==> src/rtl/rv32i_seq_ctrl.sv <==
// Multi-cycle FETCH/DECODE/EXEC/WB sequencer for the RV32I R-type datapath.
// Optional performance counters (cyc_cnt, ret_cnt) are built when SEQ_PERF_CNT_EN is defined.
module rv32i_seq_ctrl #(
   parameter logic [31:0] RESET_PC      = 32'h0000_0000,
   parameter int unsigned FETCH_TIMEOUT = 16
) (
   input  logic        clk,
   input  logic        reset,
   input  logic        start,
   input  logic        halt_req,
   output logic        imem_req,
   output logic [31:0] imem_addr,
   input  logic        imem_valid,
   input  logic [31:0] imem_rdata,
   output logic [31:0] instr_o,
   output logic        op_latch,
   output logic        rf_we,
   output logic [4:0]  rf_waddr,
   output logic [31:0] pc,
   output logic        busy,
   output logic        retire,
   output logic        illegal,
   output logic        fetch_err
`ifdef SEQ_PERF_CNT_EN
   ,
   output logic [31:0] cyc_cnt,
   output logic [31:0] ret_cnt
`endif
);

   typedef enum logic [2:0] {
      S_IDLE,
      S_FETCH,
      S_DECODE,
      S_EXEC,
      S_WB,
      S_HALT,
      S_TRAP
   } state_t;

   // Trap fires in the FETCH cycle whose count (before increment) is FETCH_TIMEOUT-1.
   localparam logic [7:0] TMO_LAST = 8'(FETCH_TIMEOUT - 1);

   state_t      state_q;
   logic [31:0] pc_q;
   logic [31:0] pc_d;
   logic [31:0] instr_q;
   logic [7:0]  tmo_q;
   logic [7:0]  tmo_d;
   logic        illegal_q;
   logic        fetch_err_q;
   logic        op_latch_q;
   logic        rf_we_q;
   logic        retire_q;
   logic        busy_q;
   logic        imem_req_q;
   logic        legal_d;

   function automatic logic rtype_legal(input logic [31:0] w);
      logic       opc_ok;
      logic       base_ok;
      logic       alt_ok;
      opc_ok  = (w[6:0] == 7'b0110011);
      base_ok = (w[31:25] == 7'b0000000);
      alt_ok  = (w[31:25] == 7'b0100000) && ((w[14:12] == 3'b000) || (w[14:12] == 3'b101));
      return opc_ok && (base_ok || alt_ok);
   endfunction

   assign pc_d    = pc_q + 32'd4;
   assign tmo_d   = tmo_q + 8'd1;
   assign legal_d = rtype_legal(instr_q);

   always_ff @(posedge clk or negedge reset) begin
      if (!reset) begin
         state_q     <= S_IDLE;
         pc_q        <= RESET_PC;
         instr_q     <= '0;
         tmo_q       <= '0;
         illegal_q   <= 1'b0;
         fetch_err_q <= 1'b0;
         op_latch_q  <= 1'b0;
         rf_we_q     <= 1'b0;
         retire_q    <= 1'b0;
         busy_q      <= 1'b0;
         imem_req_q  <= 1'b0;
      end else begin
         op_latch_q <= 1'b0;
         rf_we_q    <= 1'b0;
         retire_q   <= 1'b0;
         unique case (state_q)
            S_IDLE: begin
               if (halt_req) begin
                  state_q <= S_HALT;
               end else if (start) begin
                  state_q    <= S_FETCH;
                  busy_q     <= 1'b1;
                  imem_req_q <= 1'b1;
               end
            end
            S_FETCH: begin
               // A word arriving on the last allowed cycle is still accepted.
               if (imem_valid) begin
                  instr_q    <= imem_rdata;
                  tmo_q      <= '0;
                  imem_req_q <= 1'b0;
                  state_q    <= S_DECODE;
               end else if (tmo_q == TMO_LAST) begin
                  tmo_q       <= tmo_d;
                  fetch_err_q <= 1'b1;
                  imem_req_q  <= 1'b0;
                  busy_q      <= 1'b0;
                  state_q     <= S_TRAP;
               end else begin
                  tmo_q <= tmo_d;
               end
            end
            S_DECODE: begin
               if (legal_d) begin
                  op_latch_q <= 1'b1;
                  state_q    <= S_EXEC;
               end else begin
                  illegal_q <= 1'b1;
                  busy_q    <= 1'b0;
                  state_q   <= S_TRAP;
               end
            end
            S_EXEC: begin
               retire_q <= 1'b1;
               rf_we_q  <= (instr_q[11:7] != 5'd0);
               state_q  <= S_WB;
            end
            S_WB: begin
               pc_q <= pc_d;
               if (halt_req) begin
                  busy_q  <= 1'b0;
                  state_q <= S_HALT;
               end else begin
                  imem_req_q <= 1'b1;
                  state_q    <= S_FETCH;
               end
            end
            S_HALT: begin
               if (start && !halt_req) begin
                  busy_q     <= 1'b1;
                  imem_req_q <= 1'b1;
                  state_q    <= S_FETCH;
               end
            end
            S_TRAP: begin
               state_q <= S_TRAP;
            end
            default: begin
               busy_q     <= 1'b0;
               imem_req_q <= 1'b0;
               state_q    <= S_IDLE;
            end
         endcase
      end
   end

   assign imem_req  = imem_req_q;
   assign imem_addr = pc_q;
   assign instr_o   = instr_q;
   assign op_latch  = op_latch_q;
   assign rf_we     = rf_we_q;
   assign rf_waddr  = instr_q[11:7];
   assign pc        = pc_q;
   assign busy      = busy_q;
   assign retire    = retire_q;
   assign illegal   = illegal_q;
   assign fetch_err = fetch_err_q;

`ifdef SEQ_PERF_CNT_EN
   logic [31:0] cyc_cnt_q;
   logic [31:0] ret_cnt_q;

   always_ff @(posedge clk or negedge reset) begin
      if (!reset) begin
         cyc_cnt_q <= '0;
         ret_cnt_q <= '0;
      end else begin
         if (busy_q) begin
            cyc_cnt_q <= cyc_cnt_q + 32'd1;
         end
         if (retire_q) begin
            ret_cnt_q <= ret_cnt_q + 32'd1;
         end
      end
   end

   assign cyc_cnt = cyc_cnt_q;
   assign ret_cnt = ret_cnt_q;
`endif

endmodule

==> config.mk <==
export PLATFORM = sky130hd
export DESIGN_NAME = rv32i_seq_ctrl
export DESIGN_NICKNAME = d
export VERILOG_FILES = /design/src/rtl/rv32i_seq_ctrl.sv
export SDC_FILE = /design/constraint.sdc
export NUM_CORES = 1
export LEC_CHECK = 0
export CAP_MARGIN = 20
export CORE_ASPECT_RATIO = 1.1
export CORE_MARGIN = 2
export CORE_UTILIZATION = 40
export DETAILED_ROUTE_END_ITERATION = 6
export PLACE_DENSITY = 0.75
export SETUP_SLACK_MARGIN = 0.1
export SYNTH_ARGS = -nofsm -noshare
export SYNTH_HDL_FRONTEND = slang
export SYNTH_SLANG_ARGS = --single-unit
==> constraint.sdc <==
create_clock -name clk -period 1.77 [get_ports clk]
set_input_delay 0.354 -clock clk [delete_from_list [all_inputs] [get_ports clk]]
set_output_delay 0.354 -clock clk [all_outputs]
set_load 0.02 [all_outputs]
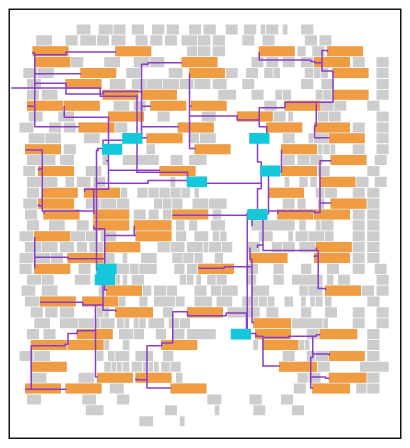
clock_map.png
Scale: 4 px per um.
[purple] clock wires | length: 973 um
[cyan] cells driving clock nets | count: 9
[orange] flip-flops | count: 80
flops lie: spread over the die

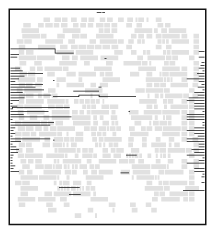
met3.png
Scale: 2 px per um.
nets with wire on the layer: 94
longest straight run: 30.1 um
wire length on this layer: 623 um
met3 Resource Use GR: 5.22%
Vias: 2,930
routed wire length: 8570 um

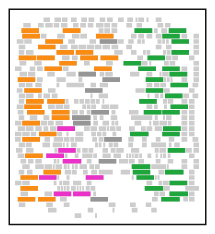
registers.png
Scale: 2 px per um.
| color | name in the netlist | sequential cells |
|---|---|---|
| orange | instr_o | 32 |
| green | imem_addr | 30 |
| magenta | tmo_q | 8 |
not colored: 10

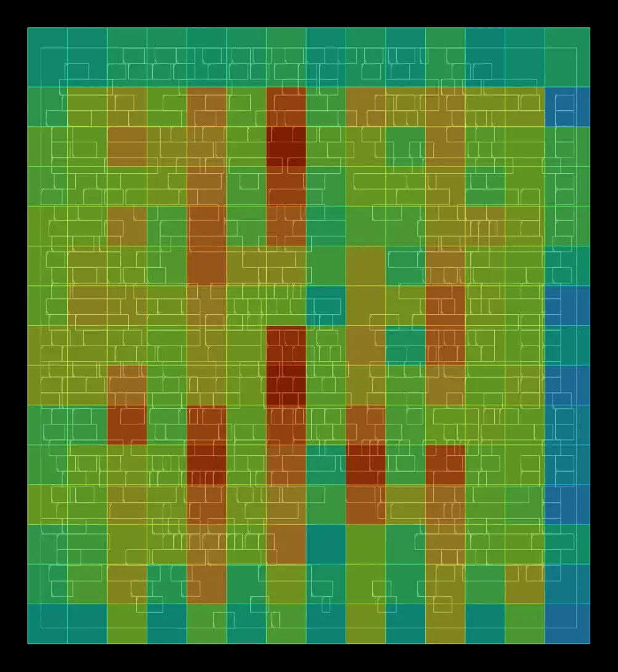
final_congestion.png
Top Usage Layer GRT: met2
GRT Overall Usage: 15.8%
Final Core Density: 58.6%
drt wl/cell: 14.6 um

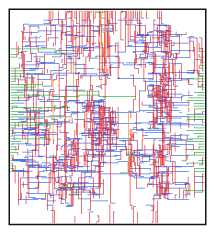
metal_stack.png
Scale: 2 px per um.
| color | layer | wire length |
|---|---|---|
| red | met2 | 4,230 um |
| green | met3 | 623 um |
| blue | met1 | 3,580 um |
| orange | met4 | 140 um |

==> impl_metrics.toml <==
# yosys + openroad results
[status]
outcome = "finished clean"

[clocking]
ctsHoldBuffers = 0
cts_buffer_depth = 2
insertion_delay_ns = 0.34
cts.reportedPaths.clkPinSlew_ns = 0.08
cts_made_buffers = 9
cts_max_level = 3
cts-root-buf = "clkbuf_8"
cts_sinks = 80

[grt]
grt_pass1_vias = 2902
met1_usage_pct = 18.6
antenna_found_initial = 0
grt_pass1_wl_um = 13500
use_met2_pct = 27.1
grt_overflow = 0
grt_max_degree = 81

[route]
via_per_inst = 5.00
drt_iter0_drc = 129
drc = 0
firstDrtPassIters = 4
drtAntennaViolNets = 0

[logic_synthesis]
synthCells = 330
xor_share_pct = 7.51
synthSimpleGateAreaFrac_pct = 15.3
flop_cell = "dfrtp_1"
ys_cells = 330
netlist_area_sq_mm = 0.00385
synth.yosys.warnings = 0
synthArstFlopShare_pct = 100
yosysSeqAreaShare_pct = 52.0
ys_top_logic_family = "simple AND/OR/NAND/NOR gates"
avgSynthCellArea_sq_um = 11.7
ys_chip_area_sq_mm = 0.00385
synthAoiAreaFrac_pct = 4.81
synth_cell_types = 49
mux_area_share_pct = 10.5
ys_sh_adder_pct = 0.650
synth_flops = 80
edf_count = 0

[sta]
setup_viol = 0
finalHoldViolCount = 0
rsz0062_at_grt = "yes"
finalCritPeriodShare_pct = 93.7
maxSlewViolCount = 0
skew_ns = 0.0138
fin_crit_ns = 1.66
fin_hold_ws_ns = 0.0111
max_freq_ghz = 0.603

[worst_setup_path]
crit_path_max_fanout = 10
worst_ep_arrival_time_ns = 1.88
reg2reg_from = "state_q[1]"
crit_required_ns = 1.99
cp-start-kind = "flip-flop"
crit_type = "flip-flop to flip-flop"
critPathLaunch = "state_q[1]"
critPathCaptureType = "flip-flop"

[power]
p_int_mw = 4.87
p_clk_share_pct = 17.0
powerComb_mw = 3.60
switching_share_pct = 37.8
pwr_density_cell_mw_per_mm2 = 1430
power_leader = "combinational logic"
p_seq_mw = 2.91
p_seq_share_pct = 37.1
comb_power_share_pct = 45.9
ir_drop_uv = 993
p_leak_nw = 2.72
pg_clk_mw = 1.33

[placement]
gp_congestion = 0.865
dp_hpwl_um = 6060
port_buffers = 140
place_area_sq_mm = 0.00526

[floorplanning]
core_sq_mm = 0.00935
dieArea_sq_mm = 0.0104
pin_count = 145
num_rows = 37
initial_core_util_pct = 41.2
die_h_um = 107

[finish]
n_antenna_cell = 0
area_growth_pct = 42.4
nNetsFinal = 504
design_area_sq_mm = 0.00548
largest_register_ffs = 32
drive_above_1_share_pct = 22.2
n_fill_cell = 825

[worst_hold_path]
worstHoldPathType = "input port to asynchronous set/reset pin"

[job]
warnings = 28
drv_cap = 0
-- layout by cell type, fill, tap and decap left out, types with 3 or more instances in the layout --
cell type        netlist  final
xnor2_1               27     27
nand4_1               11     11
and4_1                 6      6
conb_1                 1      4
dfrtp_1               80     72
o21ai_0                8      6
mux2_2                34     34
nand3_1               15     15
nor2b_1                4      4
inv_1                  3      3
nand2b_1               3      3
dlygate4sd2_1          0    101
dfrtp_2                0      8
clkbuf_8               0     10
nor2_1                 9      9
dlymetal6s2s_1         0      3
buf_4                 39     23
clkdlybuf4s50_1        0     35
nor3_2                 0      4
nand2_1               21     21
xor2_1                 6      6
and3_1                 4      4
a21oi_1                3      3
and2_1                 4      3
buf_6                  1      4
-- what timing repair did --
action | 4_1_cts | 5_1_grt
resized | 105 | 16
setup endpoints to repair | 123 | 60
cloned | 0 | 1
setup buffers | 0 | 9
pin swaps | 0 | 1
-- stage by stage --
stage | total power [mW] | setup slack, ns | std cells | TNS [ns]
final | 7.84 | 0.112 | 586 | 0
after global routing | 8.36 | 0.0475 | 586 | 0
after CTS | 7.72 | 0.101 | 576 | 0
after detailed placement | 6.75 | -0.103 | 561 | -2.54
after global placement | 6.65 | -0.0754 | 561 | -1.32
after floorplan | 5.12 | 0.0657 | 333 | 0
-- routing by layer --
layer / wire length, um / share of wire [%]
met5: 0 / 0
met4: 140 / 1.6
met3: 623 / 7.3
met2: 4230 / 49
met1: 3580 / 42
-- critical path: stages, from the launching register on --
cell,delay [ns]
dfrtp_1,0.38
buf_4,0.17
and2b_1,0.21
nor3b_2,0.17
a211oi_1,0.25
mux2_2,0.36
-- area by class of cell --
class	instances	area (sq um)	area share, %
Multi-Input combinational cell	202	1560	28.5
Tap cell	117	146	2.67
Timing Repair Buffer	169	1560	28.4
Inverter	3	11.3	0.206
Sequential cell	80	2010	36.7
Clock buffer	10	138	2.51
Clock inverter	5	56.3	1.03
-- worst paths after layout --
check                           slack (ns)  depth (start not counted)             to
worst min register to register        0.48                          1        illegal
max in group asynchronous             1.37                          2     state_q[2]
worst max register to register        0.11                          5       imem_req
min in group clk                      0.48                          1        illegal
worst max-delay path                  0.11                          5       imem_req
worst min-delay path                  0.01                          2  imem_addr[11]
-- cell usage after synthesis, types with 2 or more instances --
library cell / instances / area [sq um]
nand3_1: 15 / 75.1
buf_2: 5 / 25.0
clkbuf_1: 3 / 11.3
a21oi_1: 3 / 15.0
xnor2_1: 27 / 236
nor2b_1: 4 / 25.0
nand4_1: 11 / 68.8
inv_1: 3 / 11.3
mux2i_1: 2 / 20.0
a211oi_1: 2 / 15.0
nand2b_1: 3 / 18.8
and2_1: 4 / 25.0
nor3b_1: 4 / 30.0
nand2_1: 21 / 78.8
buf_4: 39 / 293
and3_1: 4 / 25.0
nor2_1: 9 / 33.8
o21ai_0: 8 / 40.0
mux2_2: 34 / 383
dfrtp_1: 80 / 2000
nor4_1: 2 / 12.5
nor3_1: 6 / 30.0
ha_1: 2 / 25.0
and4_1: 6 / 52.6
or2_2: 2 / 12.5
a31oi_1: 2 / 12.5
xor2_1: 6 / 52.6
nor4_4: 2 / 42.5
Power and IR drop assume default switching activity.
